==> run_1/density.png <==
Drawn at 2 px/um. The die is cut into 17 by 17 equal tiles; dark blue is low, red is high, 0 to 100% covered.
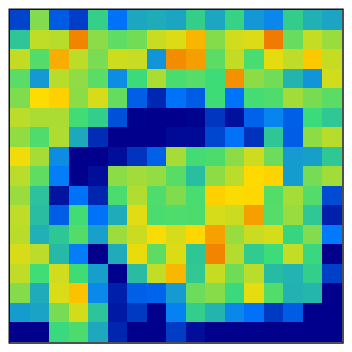
==> run_1/met4.png <==
Drawn at 2 px/um. Supply wires on this layer in gray.
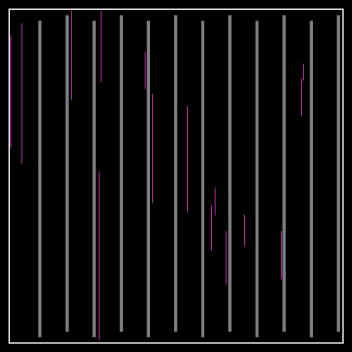
==> run_1/clock_map.png <==
Drawn at 2 px/um.
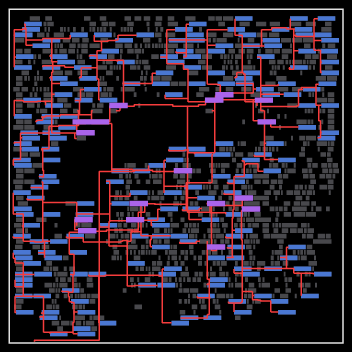
--- src/rtl/id_issue_stage_pkg.sv ---
// Shared constants and helpers for the decode-to-issue stage.
package id_issue_stage_pkg;
  localparam logic ENABLE    = 1'b1;
  localparam logic DISABLE   = 1'b0;
  localparam logic DISABLE_N = 1'b1;
  localparam int   HAZ_CNT_W = 16;

  // Width of a load countdown entry able to hold LD_LAT.
  function automatic int sb_cnt_w(input int ld_lat);
    return $clog2(ld_lat + 1);
  endfunction
endpackage

--- src/rtl/id_load_scoreboard.sv ---
// Per-register load countdown: a load arms its destination, the count drains as the pipe advances.
module id_load_scoreboard
  import id_issue_stage_pkg::*;
#(
  parameter int REG_ADDR_W = 5,
  parameter int LD_LAT     = 2
) (
  input  logic                  clk,
  input  logic                  rst_n,
  input  logic                  flush,
  input  logic                  set_en,
  input  logic [REG_ADDR_W-1:0] set_addr,
  input  logic                  dec_en,
  input  logic [REG_ADDR_W-1:0] rd_addr_a,
  input  logic [REG_ADDR_W-1:0] rd_addr_b,
  output logic                  busy_a,
  output logic                  busy_b
);
  localparam int NREG = 2**REG_ADDR_W;
  localparam int SB_W = sb_cnt_w(LD_LAT);
  localparam logic [SB_W-1:0] LAT = SB_W'(LD_LAT);

  logic [SB_W-1:0] sb [NREG];
  logic [NREG-1:0] busy;

  for (genvar r = 0; r < NREG; r++) begin : g_sb
    // A fresh load wins over the decrement of the same entry.
    always_ff @(posedge clk or negedge rst_n) begin
      if (!rst_n)                                       sb[r] <= '0;
      else if (flush)                                   sb[r] <= '0;
      else if (set_en && set_addr == REG_ADDR_W'(r))    sb[r] <= LAT;
      else if (dec_en && busy[r])                       sb[r] <= sb[r] - SB_W'(1);
    end
    assign busy[r] = |sb[r];
  end

  assign busy_a = busy[rd_addr_a];
  assign busy_b = busy[rd_addr_b];
endmodule

--- src/rtl/id_issue_stage.sv ---
// ID/EX boundary: operand forwarding, load-use interlock and a valid/ready output register.
module id_issue_stage
  import id_issue_stage_pkg::*;
#(
  parameter int DATA_W     = 32,
  parameter int ADDR_W     = 30,
  parameter int REG_ADDR_W = 5,
  parameter int NUM_FWD    = 2,
  parameter int LD_LAT     = 2,
  parameter int PAYLOAD_W  = 16
) (
  input  logic                                 clk,
  input  logic                                 rst_n,
  input  logic                                 in_valid,
  output logic                                 in_ready,
  input  logic [REG_ADDR_W-1:0]                in_ra_addr,
  input  logic [REG_ADDR_W-1:0]                in_rb_addr,
  input  logic                                 in_ra_use,
  input  logic                                 in_rb_use,
  input  logic [REG_ADDR_W-1:0]                in_dst_addr,
  input  logic                                 in_gpr_we_n,
  input  logic                                 in_is_load,
  input  logic [ADDR_W-1:0]                    in_pc,
  input  logic [PAYLOAD_W-1:0]                 in_payload,
  input  logic [DATA_W-1:0]                    gpr_rd_data0,
  input  logic [DATA_W-1:0]                    gpr_rd_data1,
  input  logic [NUM_FWD-1:0]                   fwd_en,
  input  logic [NUM_FWD-1:0][REG_ADDR_W-1:0]   fwd_addr,
  input  logic [NUM_FWD-1:0][DATA_W-1:0]       fwd_data,
  input  logic                                 flush,
  output logic                                 out_valid,
  input  logic                                 out_ready,
  output logic [DATA_W-1:0]                    out_ra_data,
  output logic [DATA_W-1:0]                    out_rb_data,
  output logic [REG_ADDR_W-1:0]                out_dst_addr,
  output logic                                 out_gpr_we_n,
  output logic                                 out_is_load,
  output logic [ADDR_W-1:0]                    out_pc,
  output logic [PAYLOAD_W-1:0]                 out_payload,
  output logic                                 ld_hazard,
  output logic [HAZ_CNT_W-1:0]                 haz_cnt
);
  logic              busy_a, busy_b, fire;
  logic [DATA_W-1:0] ra_data, rb_data;

  // Scan oldest to youngest so the lowest matching index ends up selected.
  function automatic logic [DATA_W-1:0] fwd_mux(input logic [REG_ADDR_W-1:0] addr,
                                                input logic [DATA_W-1:0]     rf_data);
    fwd_mux = rf_data;
    for (int i = NUM_FWD - 1; i >= 0; i--)
      if (fwd_en[i] && fwd_addr[i] == addr) fwd_mux = fwd_data[i];
  endfunction

  assign ra_data   = fwd_mux(in_ra_addr, gpr_rd_data0);
  assign rb_data   = fwd_mux(in_rb_addr, gpr_rd_data1);
  assign ld_hazard = in_valid & ((in_ra_use & busy_a) | (in_rb_use & busy_b));
  assign in_ready  = ~flush & ~ld_hazard & (~out_valid | out_ready);
  assign fire      = in_valid & in_ready;

  id_load_scoreboard #(.REG_ADDR_W(REG_ADDR_W), .LD_LAT(LD_LAT)) u_sb (
    .clk       (clk),
    .rst_n     (rst_n),
    .flush     (flush),
    .set_en    (fire & in_is_load & ~in_gpr_we_n),
    .set_addr  (in_dst_addr),
    .dec_en    (out_ready),
    .rd_addr_a (in_ra_addr),
    .rd_addr_b (in_rb_addr),
    .busy_a    (busy_a),
    .busy_b    (busy_b)
  );

  always_ff @(posedge clk or negedge rst_n) begin
    if (!rst_n) begin
      out_valid    <= DISABLE;
      out_ra_data  <= '0;
      out_rb_data  <= '0;
      out_dst_addr <= '0;
      out_gpr_we_n <= DISABLE_N;
      out_is_load  <= DISABLE;
      out_pc       <= '0;
      out_payload  <= '0;
    end else if (flush) begin
      out_valid    <= DISABLE;
    end else if (fire) begin
      out_valid    <= ENABLE;
      out_ra_data  <= ra_data;
      out_rb_data  <= rb_data;
      out_dst_addr <= in_dst_addr;
      out_gpr_we_n <= in_gpr_we_n;
      out_is_load  <= in_is_load;
      out_pc       <= in_pc;
      out_payload  <= in_payload;
    end else if (out_ready) begin
      out_valid    <= DISABLE;
    end
  end

  // Stall statistics survive flushes; only reset clears them.
  always_ff @(posedge clk or negedge rst_n) begin
    if (!rst_n)                        haz_cnt <= '0;
    else if (ld_hazard && ~&haz_cnt)   haz_cnt <= haz_cnt + HAZ_CNT_W'(1);
  end
endmodule

--- config.mk ---
export PLATFORM = sky130hd
export DESIGN_NAME = id_issue_stage
export DESIGN_NICKNAME = d
export VERILOG_FILES = /design/src/rtl/id_issue_stage_pkg.sv /design/src/rtl/id_load_scoreboard.sv /design/src/rtl/id_issue_stage.sv
export SDC_FILE = /design/constraint.sdc
export NUM_CORES = 1
export LEC_CHECK = 0
export CAP_MARGIN = 20
export CORE_UTILIZATION = 43
export DETAILED_ROUTE_END_ITERATION = 10
export DONT_BUFFER_PORTS = 1
export GPL_TIMING_DRIVEN = 0
export PLACE_DENSITY_LB_ADDON = 0.3
export SLEW_MARGIN = 10
export SYNTH_ARGS = -nofsm -noshare
export SYNTH_HDL_FRONTEND = slang
export SYNTH_SLANG_ARGS = --single-unit
--- constraint.sdc ---
create_clock -name clk -period 5.35 [get_ports clk]
set_input_delay 1.3375 -clock clk [delete_from_list [all_inputs] [get_ports clk]]
set_output_delay 1.3375 -clock clk [all_outputs]
set_load 0.01 [all_outputs]
==> flow_summary.json, run 1 <==
{
  "slew_violations": 0,
  "ys_chip_area_um2": 11580,
  "port_buffers": 0,
  "cts-htree-levels": 4,
  "status": "finished with violations",
  "post-route-min-period_ps": 4807,
  "drive_above_1_share_pct": 18.26,
  "path_cells": "buf_6, mux4_2, mux2_2, a31oi_4, a32o_1, buf_2, and2_1, nor3_1",
  "combPwrFrac_pct": 23.0,
  "fp_nets": 1312,
  "clock_latency_ps": 440,
  "synth_cells": 1069,
  "p_per_area_nw_per_um2": 375.9,
  "common_cells": "dfrtp_1, nand2_1, o21ai_0, mux2i_1, mux2_4",
  "cap_violations": 0,
  "fin_crit_sh_pct": 89.85,
  "relSlewSlack_pct": 22.31,
  "synth_top_cell_by_area": "dfrtp_1",
  "slowest_stage": "mux4_2",
  "violations": "DRC",
  "wirelength_um": 33210,
  "power.share.sequential_pct": 49.2,
  "cts_tree": "built",
  "vias": 8279,
  "cp-end-kind": "output pin",
  "irDropWorstVdd_uv": 191.1,
  "cts.repair.resized": 0,
  "rows": 59,
  "hold_violations": 0,
  "fp.dieW_um": 166.1,
  "cp.required_ps": 4010,
  "clock-sinks": 198,
  "root_buffer": "clkbuf_16",
  "async_reset_ff_share_pct": 100.0,
  "post_cts_buffers": 0,
  "fp.dieH_um": 166.1,
  "avgSynthCellArea_um2": 10.83,
  "clock_path_buffers": 2,
  "place_hpwl_um": 24940,
  "drc": 28,
  "most_common_cell": "dfrtp_1",
  "start_kind": "input pin",
  "fmax_mhz": 208.0,
  "overflow": 0,
  "ys_cells": 1069,
  "yosys_warnings": 0,
  "p_sw_mw": 1.601
}
## Picture notes: density.png
9.7% of the tiles are nearly empty. The emptiest ninth of the die: bottom right. 6.6% of the tiles are over 75% full. The fullest tile reaches 86%. The mean over all tiles is 44%.
Final Util: 48.10%
Core Area: 26210 um^2
fp_density: 44.18%

## Picture notes: met4.png
The layer carries 544 um of wire. 13 nets have wire on it.

## Picture notes: clock_map.png
Key: flip-flops = blue [count 198]; clock wires = red [length 2780 um]; cells driving clock nets = purple [count 17]
Position of the flops: spread over the die.
clock share of power: 27.8%
Power Clock: 1.32 mW

## run 1: flip-flops by register name, summed over array words and instances (netlist names)
| signal | count |
|---|---|
| out_payload | 16 |
| out_valid | 1 |
| out_rb_data | 32 |
| out_gpr_we_n | 1 |
| out_ra_data | 32 |
| out_pc | 30 |
| haz_cnt | 16 |
| out_dst_addr | 5 |
| out_is_load | 1 |
| u_sb.sb | 64 |
## run 1: logic make-up (layout without fill, tap and decap cells)
kind of cell	count (synthesis)	after routing	synth area share (%)
buf+inv	128	160	5.230
fa+ha+maj	33	33	3.566
xor+xnor	66	66	4.992
compound gates	162	162	8.234
other cells	0	3	0
mux	211	211	22.76
flops	198	198	42.80
simple gates	271	271	12.42
## run 1: final cells by class
cell class              instances  area, um^2  area share [%]
inverters                      65       244.0           1.936
well taps                     335       419.2           3.325
plain buffers                  63       361.6           2.869
clock buffers                  19       442.9           3.514
diodes                          3       7.507         0.05956
clock inverters                13       156.4           1.241
multi-input cells             743        6017           47.74
flip-flops and latches        198        4956           39.32
## run 1: power groups by stage
stage	combinational [mW]	sequential, mW	clock [mW]
finish	1.09	2.33	1.32
CTS	1.09	2.33	1.35
floorplan	0.897	2.23	0
global placement	1.06	2.35	0
detailed placement	1.09	2.35	0
global route	1.19	2.36	1.40
## run 1: cell usage in the layout (no fill, tap or decap), drive strengths merged, types with 23 or more instances in the layout
master,Yosys,layout
buf,28,28
nand2,111,111
xnor2,43,43
inv,65,71
xor2,23,23
o21ai,92,92
clkbuf,35,54
mux2,120,120
dfrtp,197,197
a21oi,26,26
ha,33,33
mux2i,84,84
nor2b,34,34
## run 1: layer usage
metal	part of all wire, %	vias up	GRT usage (%)
met5	0	-	0
li1	-	3757	-
met4	1.6	0	6.826
met3	8.2	33	6.816
met1	44	4144	33.03
met2	46	345	36.75
## run 1: worst register-to-register path: cells and delay by family (launching register included)
| kind | cells | cell delay [ps] |
|---|---|---|
| compound gates | 3 | 970 |
| buf+inv | 3 | 540 |
| mux | 2 | 450 |
| simple gates | 2 | 430 |
| flops | 1 | 380 |
| fa+ha+maj | 1 | 290 |
## run 1: worst paths after layout
| check | from | end | slack, ps | cells past startpoint |
|---|---|---|---|---|
| min in group asynchronous | rst_n | haz_cnt[6] | 580 | 0 |
| hold reg to reg | u_sb.sb[36] | u_sb.sb[36] | 560 | 2 |
| max in group asynchronous | rst_n | out_pc[7] | 4390 | 0 |
| setup reg to reg | u_sb.sb[62] | out_dst_addr[3] | 2190 | 11 |
| hold / removal | u_sb.sb[36] | u_sb.sb[36] | 560 | 2 |
| setup / recovery | in_rb_addr[0] | in_ready | 540 | 8 |
## run 1: per-stage QoR
stage | utilization, % | total power, mW | hold WS (ps)
floorplan | - | 3.127 | 525.0
global placement | 45.78 | 3.401 | 545.5
detailed placement | 45.78 | 3.436 | 549.1
CTS | 48.07 | 4.768 | 563.9
global route | 48.09 | 4.958 | 556.5
finish | 48.10 | 4.738 | 562.1
==> run 1 -> run 2 <==
Settings changed: CAP_MARGIN 20 to default.
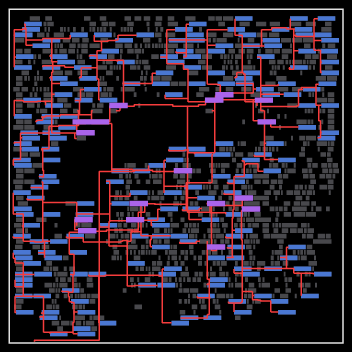
(run_2/clock_map.png)
Drawn at 2 px/um.
Key: clock wires = red [length 2780 um]; flip-flops = blue [count 198]; cells driving clock nets = purple [count 17]
Position of the flops: spread over the die.

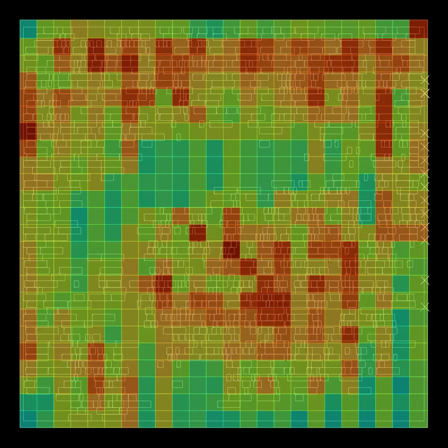
(run_2/final_congestion.png)
wire per inst: 23.08 um
GR peak layer: met2
GRT Util Overall: 23.99%
M1 GR Usage: 33.03%
GRT met3 Usage: 6.816%

==> flow_summary.json, run 2 <==
{
  "status": "finished with violations",
  "violations": "DRC",
  "ys_chip_area_um2": 11580,
  "regArea_um2": 4956,
  "largest_reg_flops": 64,
  "irDropWorstVdd_uv": 191.1,
  "cts.repair.resized": 0,
  "drive_above_1_share_pct": 18.26,
  "slowest_stage": "mux4_2",
  "hold_violations": 0,
  "cts_tree": "built",
  "clock_path_buffers": 2,
  "fp.dieH_um": 166.1,
  "drc": 28,
  "post_cts_buffers": 0,
  "comb_area_um2": 6017,
  "ys_sh_simple_pct": 12.42,
  "fp_nets": 1312,
  "cp-end-kind": "output pin",
  "common_cells": "dfrtp_1, nand2_1, o21ai_0, mux2i_1, mux2_4",
  "synth_cells": 1069,
  "core_area_um2": 26210,
  "synthXorXnorAreaFrac_pct": 4.992,
  "synth_top_cell_by_area": "dfrtp_1",
  "cap_violations": 0,
  "ys_cells": 1069,
  "async_reset_ff_share_pct": 100.0,
  "relSlewSlack_pct": 22.31,
  "rows": 59,
  "most_common_cell": "dfrtp_1",
  "start_kind": "input pin",
  "power_mw": 4.738,
  "post-route-min-period_ps": 4807,
  "place_hpwl_um": 24940,
  "cp.required_ps": 4010,
  "avgSynthCellArea_um2": 10.83,
  "p_per_area_nw_per_um2": 375.9,
  "fin_crit_sh_pct": 89.85,
  "floorplan.core_util_pct": 44.18,
  "yosys-mux-area-fraction_pct": 22.76,
  "root_buffer": "clkbuf_16",
  "yosys_warnings": 0,
  "ys_top_logic_family": "multiplexers",
  "cts-htree-levels": 4,
  "final_cell_mix": "dfrtp_1, nand2_1, o21ai_0, mux2i_1, mux2_4",
  "compound_area_share_pct": 8.234,
  "slew_violations": 0,
  "fin_util_pct": 48.10
}
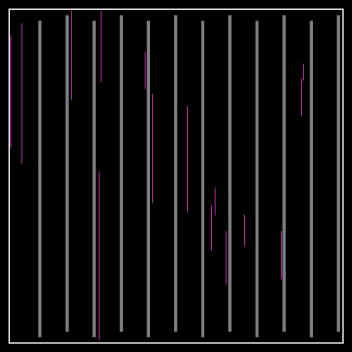
(run_2/met4.png)
Drawn at 2 px/um. Supply wires on this layer in gray.
vias post-DR: 8279
WL final: 33210 um

## run 2: cell counts after synthesis
No cell type changed its count.
## run 2: final timing paths
kind                          startpoint               to  slack, ps  depth (start not counted)
min                          u_sb.sb[36]      u_sb.sb[36]        560                          2
max                        in_rb_addr[0]         in_ready        540                          8
max reg2reg                  u_sb.sb[62]  out_dst_addr[3]       2190                         11
max in group asynchronous          rst_n        out_pc[7]       4390                          0
min reg2reg                  u_sb.sb[36]      u_sb.sb[36]        560                          2
min in group asynchronous          rst_n       haz_cnt[6]        580                          0
## run 2: kinds of logic after synthesis
family,Yosys count
buf+inv,128
xor+xnor,66
compound gates,162
fa+ha+maj,33
flops,198
mux,211
simple gates,271
## run 2: final cells by class
type	count	share of cell area, %
plain buffers	63	2.869
well taps	335	3.325
inverters	65	1.936
flip-flops and latches	198	39.32
clock inverters	13	1.241
multi-input cells	743	47.74
diodes	3	0.05956
clock buffers	19	3.514
## run 2: worst reg2reg max path, cell delays in order (launching register included)
cell,delay [ps]
dfrtp_1,380
inv_1,90
ha_1,290
mux2i_1,140
a22o_1,250
o41ai_1,240
nor2_1,120
a32oi_2,480
nand3_2,310
buf_6,260
buf_6,190
mux2_4,310
## run 2: report_power, final
| part | total (mW) | leakage, nW | internal (mW) | switching (mW) |
|---|---|---|---|---|
| clock | 1.32 | 0.291 | 0.644 | 0.674 |
| combinational | 1.09 | 2.40 | 0.624 | 0.467 |
| sequential | 2.33 | 2.49 | 1.87 | 0.460 |
## run 2: layer usage
metal,global-route usage [%],wire (um),vias up
met4,6.826,544,0
met5,0,0,-
met1,33.03,14710,4144
met2,36.75,15240,345
met3,6.816,2718,33
li1,-,-,3757
## run 2: through the flow
| step | instance area [um^2] | worst slack, ps | hold WS [ps] |
|---|---|---|---|
| 6_report | 12600 | 543.0 | 562.1 |
| 5_1_grt | 12600 | 436.9 | 556.5 |
| 4_1_cts | 12600 | 515.1 | 563.9 |
| 3_5_place_dp | 12000 | 520.4 | 549.1 |
| 3_3_place_gp | 12000 | 494.8 | 545.5 |
| 2_1_floorplan | 11580 | 933.8 | 525.0 |
==> run_2/port_nets.png <==
Drawn at 1.5 px/um.
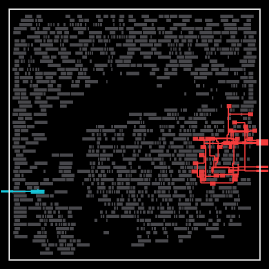

==> run 2 -> run 3 <==
Settings changed: CORE_AREA from default to 2 2 136 138, CORE_UTILIZATION 43 to default, DIE_AREA from default to 0 0 138 140.
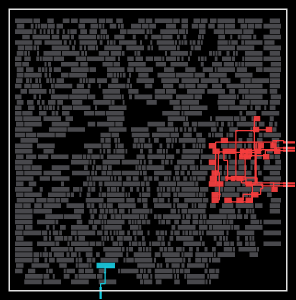
(run_3/port_nets.png)
Drawn at 2 px/um.
Key: in_ra_addr = red [bits 5, direction input, edge right, end cells 34, buffers 2, wire 431 um]; out_is_load = cyan [bits 1, direction output, edge bottom, end cells 1, buffers 0, wire 18.4 um]

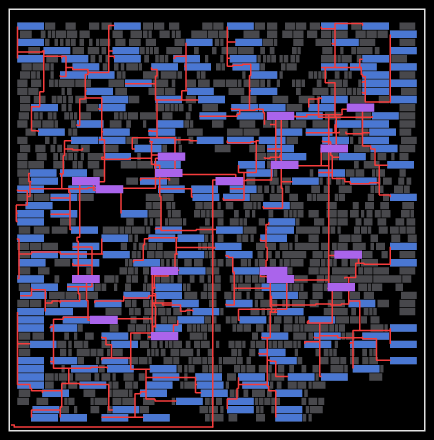
(run_3/clock_map.png)
Drawn at 3 px/um.
Latency at later pin: 440 ps
clock share of power: 26.8%
Power Clock: 1.27 mW
skew final: 19.62 ps

==> flow_summary.json, run 3 <==
{
  "status": "finished, final reports clean",
  "vias": 8412,
  "common_cells": "dfrtp_1, nand2_1, o21ai_0, mux2i_1, mux2_4",
  "clock_path_buffers": 2,
  "ys_chip_area_um2": 11580,
  "fp_nets": 1312,
  "most_common_cell": "dfrtp_1",
  "cp-end-kind": "output pin",
  "port_buffers": 0,
  "fmax_mhz": 207.6,
  "drive_above_1_share_pct": 18.27,
  "fa_ha_area_share_pct": 3.566,
  "path_cells": "buf_6, buf_8, mux2i_1, a21oi_1, nand3_1, and3_1, a32o_1, buf_2, and2_1, nor3_1",
  "final_cell_mix": "dfrtp_1, nand2_1, o21ai_0, mux2i_1, mux2_4",
  "slew_violations": 0,
  "cap_violations": 0,
  "post_cts_buffers": 0,
  "slowest_stage": "nor3_1",
  "fp.dieW_um": 138,
  "grt_usage_pct": 33.16,
  "rows": 49,
  "cts-htree-levels": 4,
  "hold_violations": 0,
  "irDropWorstVdd_uv": 319.8,
  "post-route-min-period_ps": 4818,
  "root_buffer": "clkbuf_16",
  "avgSynthCellArea_um2": 10.83,
  "clock-sinks": 198,
  "lay_top_count": "dfrtp_1",
  "ys_sh_simple_pct": 12.42,
  "ys_top_logic_family": "multiplexers",
  "synth_top_cell_by_area": "dfrtp_1",
  "synth_cells": 1069,
  "fp.dieH_um": 140,
  "diodes": 0,
  "async_reset_ff_share_pct": 100.0,
  "cts.repair.resized": 0,
  "synthXorXnorAreaFrac_pct": 4.992,
  "relSlewSlack_pct": 21.99,
  "largest_reg_flops": 64,
  "regToRegSetupSlack_ps": 2380,
  "yosys-mux-area-fraction_pct": 22.76,
  "yosys_warnings": 0,
  "fin_crit_sh_pct": 90.06
}
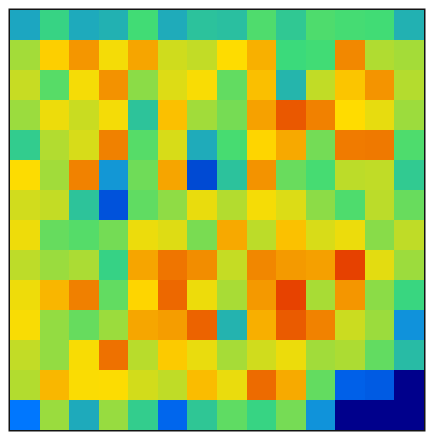
(run_3/density.png)
Drawn at 3 px/um. The die is cut into 14 by 14 equal tiles; dark blue is low, red is high, 0 to 100% covered.
2.0% of the tiles are nearly empty. 26% of the tiles are over 75% full. The fullest tile reaches 93%. The mean over all tiles is 63%.
Core Area: 17780 um^2
fp_density: 65.12%
Final Util: 69.97%

==> run 3: cell counts after synthesis <==
No cell type changed its count.
==> run 3: final timing paths <==
check                         startpoint           end  cells past startpoint
max                        in_ra_addr[2]      in_ready                     10
min                          u_sb.sb[30]   u_sb.sb[30]                      2
max reg2reg                  u_sb.sb[62]    out_pc[18]                     11
min reg2reg                  u_sb.sb[30]   u_sb.sb[30]                      2
max in group asynchronous          rst_n  out_gpr_we_n                      0
min in group asynchronous          rst_n   u_sb.sb[46]                      0
==> run 3: critical path, delay by kind of cell <==
family / cells / cell delay (ps)
AND-OR/OR-AND: 2 / 500
buffers and inverters: 3 / 520
multiplexers: 1 / 140
AND/OR/NAND/NOR: 4 / 980
==> run 3: kinds of logic (layout without fill, tap and decap cells) <==
logic type | Yosys count | after routing
simple gates | 271 | 271
mux | 211 | 211
flops | 198 | 198
compound gates | 162 | 162
buf+inv | 128 | 159
xor+xnor | 66 | 66
fa+ha+maj | 33 | 33
==> run 3: per-layer routing <==
layer / up-vias / share of wire, % / track usage (%)
met5: - / 0.083 / 0
met4: 4 / 2.9 / 12.30
met3: 61 / 11 / 12.99
met2: 444 / 46 / 51.69
met1: 4151 / 40 / 42.28
li1: 3752 / - / -
==> run 3: report_power, final <==
part,internal (mW),switching (mW)
Clock,0.632,0.638
Sequential,1.87,0.507
Combinational,0.624,0.471
==> run 3: final cells by class <==
class / count / area [um^2] / share of cell area (%)
buffer: 63 / 361.6 / 2.907
clock buffer: 18 / 439.2 / 3.530
clock inverter: 13 / 136.4 / 1.096
inverter: 65 / 244.0 / 1.961
multi-input combinational: 743 / 6017 / 48.37
sequential: 198 / 4956 / 39.84
tap: 229 / 286.5 / 2.303
==> run 3: through the flow <==
step | cell area [um^2] | setup slack (ps) | hold WS, ps | util, %
2_1_floorplan | 11580 | 933.8 | 525.0 | -
3_3_place_gp | 11870 | 586.2 | 548.3 | 66.73
3_5_place_dp | 11870 | 567.2 | 545.2 | 66.73
4_1_cts | 12440 | 551.1 | 560.6 | 69.97
5_1_grt | 12440 | 429.3 | 580.6 | 69.97
6_report | 12440 | 531.9 | 558.3 | 69.97
Power figures rest on the tool's default switching activity, not on a simulated workload.
